`src/rtl/m_ext_issue_ctrl.sv`:
```
// rtl/m_ext_issue_ctrl.sv - RV32M issue/return controller for a combinational M unit
// Optional feature macro: M_EXT_RESULT_CACHE_EN (single-entry result cache)
module m_ext_issue_ctrl #(
  parameter int LATENCY = 2
) (
  input  logic        i_clk,
  input  logic        i_rst,
  input  logic        i_req_valid,
  output logic        o_req_ready,
  input  logic [2:0]  i_req_funct3,
  input  logic [31:0] i_req_a,
  input  logic [31:0] i_req_b,
  output logic        o_rsp_valid,
  input  logic        i_rsp_ready,
  output logic [31:0] o_rsp_data,
  output logic [31:0] o_m_a,
  output logic [31:0] o_m_b,
  output logic        o_m_sign,
  output logic        o_m_mix,
  output logic        o_m_div,
  input  logic [31:0] i_m_uh,
  input  logic [31:0] i_m_lh
);

  typedef enum logic [1:0] {S_IDLE = 2'd0, S_WAIT = 2'd1, S_DONE = 2'd2} state_t;

  localparam logic [3:0] CNT_INIT = 4'(LATENCY - 1);

  state_t      r_state;
  state_t      w_next;
  logic [3:0]  r_cnt;
  logic [31:0] r_rsp_data;
  logic [31:0] r_m_a;
  logic [31:0] r_m_b;
  logic        r_m_sign;
  logic        r_m_mix;
  logic        r_m_div;
  logic        r_sel_lh;

  logic        w_accept;
  logic        w_sign;
  logic        w_mix;
  logic        w_div;
  logic        w_sel_lh;
  logic        w_div_zero;
  logic        w_ovf;
  logic        w_special;
  logic [31:0] w_special_data;
  logic        w_hit;
  logic [31:0] w_hit_data;
  logic        w_cnt_zero;
  logic [31:0] w_unit_data;

  assign w_accept    = i_req_valid & o_req_ready;
  assign w_cnt_zero  = (r_cnt == 4'd0);
  assign w_unit_data = r_sel_lh ? i_m_lh : i_m_uh;

  // funct3 decode into unit controls and which half carries the result
  always_comb begin
    w_sign   = 1'b0;
    w_mix    = 1'b0;
    w_div    = 1'b0;
    w_sel_lh = 1'b0;
    case (i_req_funct3)
      3'b000: begin w_sign = 1'b1; w_sel_lh = 1'b1; end
      3'b001: begin w_sign = 1'b1; end
      3'b010: begin w_sign = 1'b1; w_mix = 1'b1; end
      3'b011: begin end
      3'b100: begin w_sign = 1'b1; w_div = 1'b1; end
      3'b101: begin w_div = 1'b1; end
      3'b110: begin w_sign = 1'b1; w_div = 1'b1; w_sel_lh = 1'b1; end
      default: begin w_div = 1'b1; w_sel_lh = 1'b1; end
    endcase
  end

  // divide-by-zero and signed-overflow results are known without the unit
  always_comb begin
    w_div_zero = w_div & (i_req_b == 32'd0);
    w_ovf      = w_div & w_sign & (i_req_a == 32'h8000_0000) & (i_req_b == 32'hFFFF_FFFF);
    w_special  = w_div_zero | w_ovf;
    if (w_div_zero) begin
      w_special_data = w_sel_lh ? i_req_a : 32'hFFFF_FFFF;
    end else begin
      w_special_data = w_sel_lh ? 32'd0 : 32'h8000_0000;
    end
  end

`ifdef M_EXT_RESULT_CACHE_EN
  logic        r_c_valid;
  logic [31:0] r_c_a;
  logic [31:0] r_c_b;
  logic        r_c_sign;
  logic        r_c_mix;
  logic        r_c_div;
  logic [31:0] r_c_uh;
  logic [31:0] r_c_lh;

  // hit when operands and controls match the last unit result
  always_comb begin
    w_hit      = r_c_valid & (r_c_a == i_req_a) & (r_c_b == i_req_b) &
                 (r_c_sign == w_sign) & (r_c_mix == w_mix) & (r_c_div == w_div);
    w_hit_data = w_sel_lh ? r_c_lh : r_c_uh;
  end

  // fill the cache only from a genuine unit capture
  always_ff @(posedge i_clk) begin
    if (i_rst) begin
      r_c_valid <= 1'b0;
      r_c_a     <= 32'd0;
      r_c_b     <= 32'd0;
      r_c_sign  <= 1'b0;
      r_c_mix   <= 1'b0;
      r_c_div   <= 1'b0;
      r_c_uh    <= 32'd0;
      r_c_lh    <= 32'd0;
    end else if (r_state == S_WAIT && w_cnt_zero) begin
      r_c_valid <= 1'b1;
      r_c_a     <= r_m_a;
      r_c_b     <= r_m_b;
      r_c_sign  <= r_m_sign;
      r_c_mix   <= r_m_mix;
      r_c_div   <= r_m_div;
      r_c_uh    <= i_m_uh;
      r_c_lh    <= i_m_lh;
    end
  end
`else
  // no cache: every non-special op goes to the unit
  always_comb begin
    w_hit      = 1'b0;
    w_hit_data = 32'd0;
  end
`endif

  // state register
  always_ff @(posedge i_clk) begin
    if (i_rst) begin
      r_state <= S_IDLE;
    end else begin
      r_state <= w_next;
    end
  end

  // next-state logic
  always_comb begin
    w_next = r_state;
    case (r_state)
      S_IDLE: if (w_accept) w_next = (w_special | w_hit) ? S_DONE : S_WAIT;
      S_WAIT: if (w_cnt_zero) w_next = S_DONE;
      S_DONE: if (i_rsp_ready) w_next = S_IDLE;
      default: w_next = S_IDLE;
    endcase
  end

  // handshake outputs decoded from state
  always_comb begin
    o_req_ready = (r_state == S_IDLE);
    o_rsp_valid = (r_state == S_DONE);
  end

  // operand launch, latency count and result capture
  always_ff @(posedge i_clk) begin
    if (i_rst) begin
      r_cnt      <= 4'd0;
      r_rsp_data <= 32'd0;
      r_m_a      <= 32'd0;
      r_m_b      <= 32'd0;
      r_m_sign   <= 1'b0;
      r_m_mix    <= 1'b0;
      r_m_div    <= 1'b0;
      r_sel_lh   <= 1'b0;
    end else if (r_state == S_IDLE && w_accept) begin
      r_sel_lh <= w_sel_lh;
      if (w_hit && !w_special) begin
        r_rsp_data <= w_hit_data;
      end else begin
        r_m_a    <= i_req_a;
        r_m_b    <= i_req_b;
        r_m_sign <= w_sign;
        r_m_mix  <= w_mix;
        r_m_div  <= w_div;
        if (w_special) begin
          r_rsp_data <= w_special_data;
        end else begin
          r_cnt <= CNT_INIT;
        end
      end
    end else if (r_state == S_WAIT) begin
      if (w_cnt_zero) begin
        r_rsp_data <= w_unit_data;
      end else begin
        r_cnt <= r_cnt - 4'd1;
      end
    end
  end

  assign o_rsp_data = r_rsp_data;
  assign o_m_a      = r_m_a;
  assign o_m_b      = r_m_b;
  assign o_m_sign   = r_m_sign;
  assign o_m_mix    = r_m_mix;
  assign o_m_div    = r_m_div;

endmodule

```
`config.mk`:
```
export PLATFORM = sky130hd
export DESIGN_NAME = m_ext_issue_ctrl
export DESIGN_NICKNAME = d
export VERILOG_FILES = /design/src/rtl/m_ext_issue_ctrl.sv
export SDC_FILE = /design/constraint.sdc
export NUM_CORES = 1
export LEC_CHECK = 0
export CORE_MARGIN = 3
export CORE_UTILIZATION = 45
export CTS_CLUSTER_SIZE = 10
export DETAILED_ROUTE_END_ITERATION = 12
export PLACE_DENSITY = 0.94
export SLEW_MARGIN = 20
export SYNTH_ARGS = -nofsm -noshare
export SYNTH_HDL_FRONTEND = slang
export SYNTH_SLANG_ARGS = --single-unit
```
`constraint.sdc`:
```
create_clock -name i_clk -period 3.9 [get_ports i_clk]
set_input_delay 0.975 -clock i_clk [delete_from_list [all_inputs] [get_ports i_clk]]
set_output_delay 0.975 -clock i_clk [all_outputs]
set_load 0.01 [all_outputs]
```
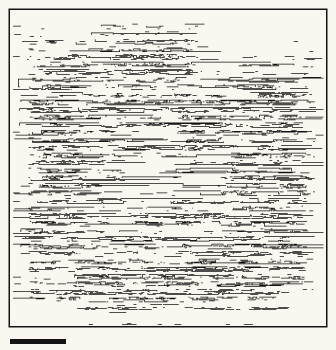
Figure 1: run 1, M1 wires.
The bar under the picture is 20 um long.
share of all routed wire: 38%
nets with wire on the layer: 839
wire length on this layer: 7190 um
via count: 5578
M1 GR Usage: 32.4%
total wire length: 18.7 mm

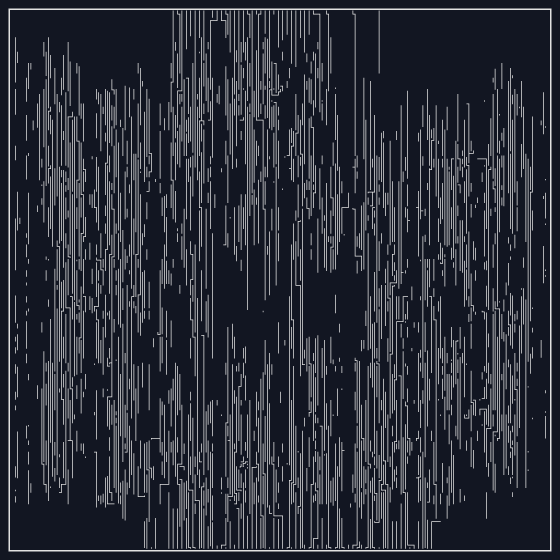
Figure 2: run 1, M2 wires.
longest straight run: 42.5 um
main direction: vertical
share of all routed wire: 50%
wire length on this layer: 9270 um
nets with wire on the layer: 843

==> run summary, run 1 <==
Status - completed
Worst Path Max Fanout - 10
Global routing met3 resource utilization - 6.53%
Mapped Area - 5190 sq um
Init Core Util - 47.1%
Top delay family on crit path - simple AND/OR/NAND/NOR gates
Critical R2R Capture - o_rsp_data[18]
Clock power frac - 28.8%
Sw Pwr - 0.976 mW
WHS Path Cells - 2
P_comb - 0.934 mW
Worst slew pin tran - 1060 ps
Drt wl/cell - 19.1 um
Met3 WL - 1.43 mm
FA/HA/MAJ Cells, Area Fraction - 0.241%
Top-count cell post-synth - nand2_1
Die Y - 113 um
EDFF count, synth - 0
Hold WS - 455 ps
Top sig layer - met4
Leak - 2.76 nW
Routed length on met1 - 7.19 mm
Synth Net Count - 766
Critical-path cell list - clkdlybuf4s50_1 -> or4_4 -> nor4_2 -> nand4_1 -> o32ai_4 -> o21bai_4 -> buf_4 -> a221oi_2
Initial antenna violation count - 0
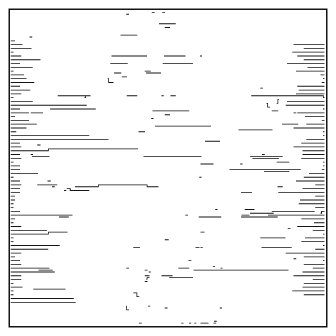
Figure 3: run 1, metal 3.
longest straight run: 34.7 um
wire length on this layer: 1430 um
share of all routed wire: 7.7%
nets with wire on the layer: 199
main direction: horizontal

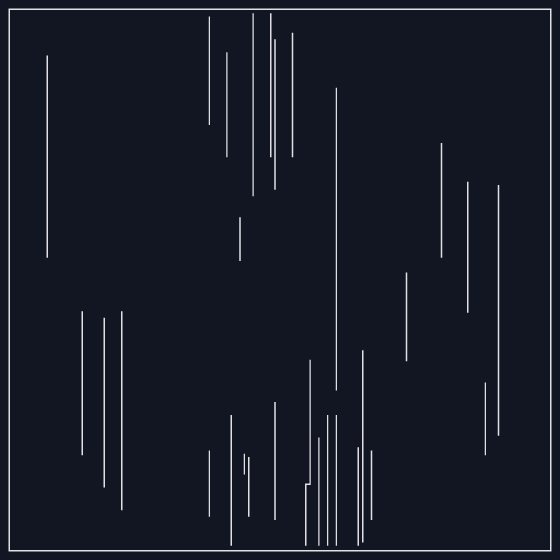
Figure 4: run 1, met4 routing.
share of all routed wire: 4.3%
main direction: vertical
longest straight run: 63.2 um
wire length on this layer: 800 um
nets with wire on the layer: 28

==> run 1: logic make-up (layout without fill, tap and decap cells) <==
family | Yosys count | count (layout)
buffers and inverters | 92 | 300
muxes | 34 | 34
AOI/OAI and AO/OA | 147 | 147
adders and majority gates | 1 | 1
and+or+nand+nor | 250 | 250
DFF | 106 | 106
==> run 1: state kept, by name, indices dropped and copies added (netlist names) <==
| register | flops |
|---|---|
| o_m_a | 32 |
| o_m_b | 32 |
| o_m_div | 1 |
| o_m_mix | 1 |
| o_m_sign | 1 |
| o_rsp_data | 32 |
| r_cnt | 4 |
| r_sel_lh | 1 |
| r_state | 2 |
==> run 1: per-stage QoR <==
step	instance area, sq um	setup WS (ps)
finish	7900	512
global route	7900	356
CTS	7900	519
detailed placement	7610	169
global placement	7610	257
floorplan	5190	1050
==> run 1: layout make-up <==
cell class	instances	area (sq um)
Sequential cell	106	2120
Multi-Input combinational cell	432	2680
Fill cell	849	3130
Inverter	36	135
Tap cell	140	175
Clock buffer	9	225
Timing Repair Buffer	248	2500
Clock inverter	7	61.3
==> run 1: cell usage in the layout, fill, tap and decap left out, types with 2 or more instances in the layout <==
cell type	n
a21oi_1	67
a221oi_1	4
a221oi_2	29
buf_12	4
buf_4	10
clkbuf_16	9
clkdlybuf4s50_1	234
clkinv_4	2
dfxtp_1	105
inv_1	36
inv_8	2
mux2i_1	34
nand2_1	136
nand3_1	3
nand4_1	7
nand4b_1	3
nor2_1	68
nor3_1	6
nor3b_1	2
nor4_1	10
nor4_2	2
o21ai_0	4
o32ai_1	31
or2_2	2
or4b_1	2
==> run 1: tightest hold or removal path: stages (launching register included) <==
cell and delay, ps:
dfxtp_1 310, nand2_1 50, a21oi_1 50
==> run 2, diff against run 1 <==
ABC_CLOCK_PERIOD_IN_PS = 3900   (was default)
CAP_MARGIN = 10   (was default)
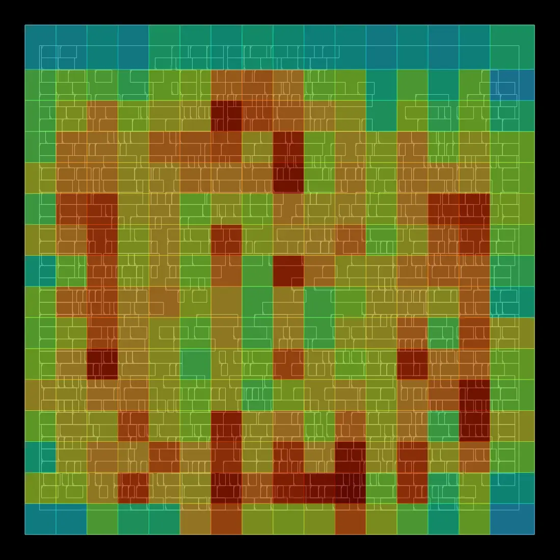
Figure 5: run 2, routing congestion map.
grt met2 use: 48.9%
global routing met3 resource utilization: 6.53%
GRT Overall Usage: 28.0%
post-layout util: 71.6%

==> run 2 against run 1 <==
Net effect:
- register-to-register slack hardly changed
- sequential power hardly changed
- clock power hardly changed
- via count is the same
- sequential share of layout area is the same
- count of clock-buffer cells in the layout did not move
- non-clock buffer count did not move
- synthesized cell count unchanged
- die size did not move
- sequential cell count is the same
- synthesized area unchanged
- maximum frequency stayed put
- critical endpoint unchanged
- highest routed layer unchanged
==> run summary, run 2 <==
Synth Net Count - 766 (unchanged)
Init Core Util - 47.1% (unchanged)
Top delay family on crit path - simple AND/OR/NAND/NOR gates
Critical R2R Capture - o_rsp_data[18]
Top-count cell post-synth - nand2_1
Sw Pwr - 0.976 mW (unchanged)
Drt wl/cell - 19.1 um (unchanged)
Worst slew pin tran - 1060 ps (unchanged)
Top Layout Cells - 234 x clkdlybuf4s50_1, 136 x nand2_1, 105 x dfxtp_1
DP Worst Slack - 169 ps (unchanged)
Clock power frac - 28.8% (about the same)
Post-CTS sizing - 0
WHS Path Cells - 2 (unchanged)
Commonest flop - dfxtp_1
Filler cells - 849 (unchanged)
Worst min-delay path endpoint - o_m_a[11]
Via count - 5578 (unchanged)
Commonest Layout Cell - clkdlybuf4s50_1
Total negative setup slack - 0 ps
Post-route ant nets - 0
Total wire length - 18.7 mm (unchanged)
Critical-path cell list - clkdlybuf4s50_1 -> or4_4 -> nor4_2 -> nand4_1 -> o32ai_4 -> o21bai_4 -> buf_4 -> a221oi_2
Die Y - 113 um (unchanged)
Initial antenna violation count - 0 (unchanged)
Worst Path Max Fanout - 10 (unchanged)
Final setup margin - 512 ps (unchanged)
Status - completed
Mapped Area - 5190 sq um (unchanged)
EDFF count, synth - 0 (unchanged)
Leak - 2.76 nW (unchanged)
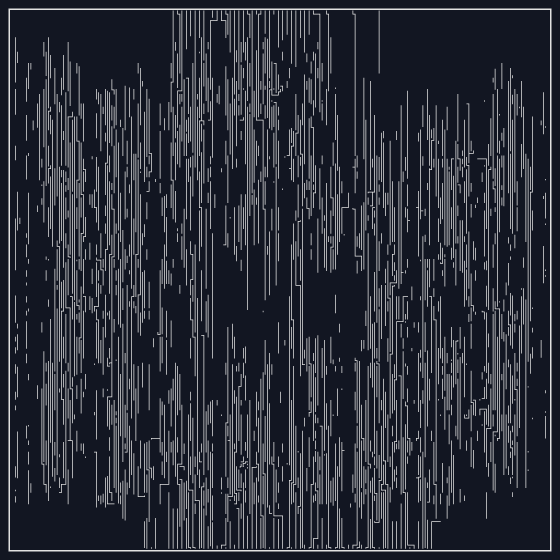
Figure 6: run 2, M2 wires.
longest straight run: 42.5 um
share of all routed wire: 50%
main direction: vertical

==> run 2: cell counts after synthesis <==
No cell type changed its count.
==> run 2: how the worst max path moves through the flow <==
stage                           start  slack (ps)  depth (start not counted)              to
after floorplan           i_req_a[21]        1050                          8  o_rsp_data[10]
after global placement     i_req_a[0]         260                          8  o_rsp_data[13]
after detailed placement  i_req_a[22]         170                          8  o_rsp_data[18]
after CTS                 i_req_a[22]         520                          8   o_rsp_data[1]
after global routing       i_req_a[0]         360                          8   o_rsp_data[1]
final                     i_req_a[21]         510                          8  o_rsp_data[18]
==> run 2: stage by stage <==
stage / hold slack (ps) / instance area [sq um]
after global routing: 467 / 7900
final: 455 / 7900
after CTS: 456 / 7900
after detailed placement: 446 / 7610
after floorplan: 452 / 5190
after global placement: 439 / 7610
==> run 2: layer usage <==
metal  track usage, %  share of wire [%]
met2             48.9                 50
met3             6.53                7.7
met4             13.3                4.3
met5                0                  0
met1             32.4                 38
==> run 2: tightest hold or removal path: stages (launching register included) <==
cell and delay (ps):
dfxtp_1 310, nand2_1 50, a21oi_1 50
==> run 2: logic make-up after synthesis <==
family / after synthesis / share of synthesized area, %
buffers and inverters: 92 / 7.67
flip-flops: 106 / 40.9
AND-OR/OR-AND: 147 / 23.6
adder cells (fa/ha/maj): 1 / 0.241
multiplexers: 34 / 6.56
AND/OR/NAND/NOR: 250 / 21.1
==> run 2: final cells by class <==
class | count | area [sq um] | share of cell area, %
sequential | 106 | 2120 | 26.9
inverter | 36 | 135 | 1.71
tap | 140 | 175 | 2.22
clock buffer | 9 | 225 | 2.85
multi-input combinational | 432 | 2680 | 34.0
timing repair buffer | 248 | 2500 | 31.6
clock inverter | 7 | 61.3 | 0.776
Power and IR drop assume default switching activity.
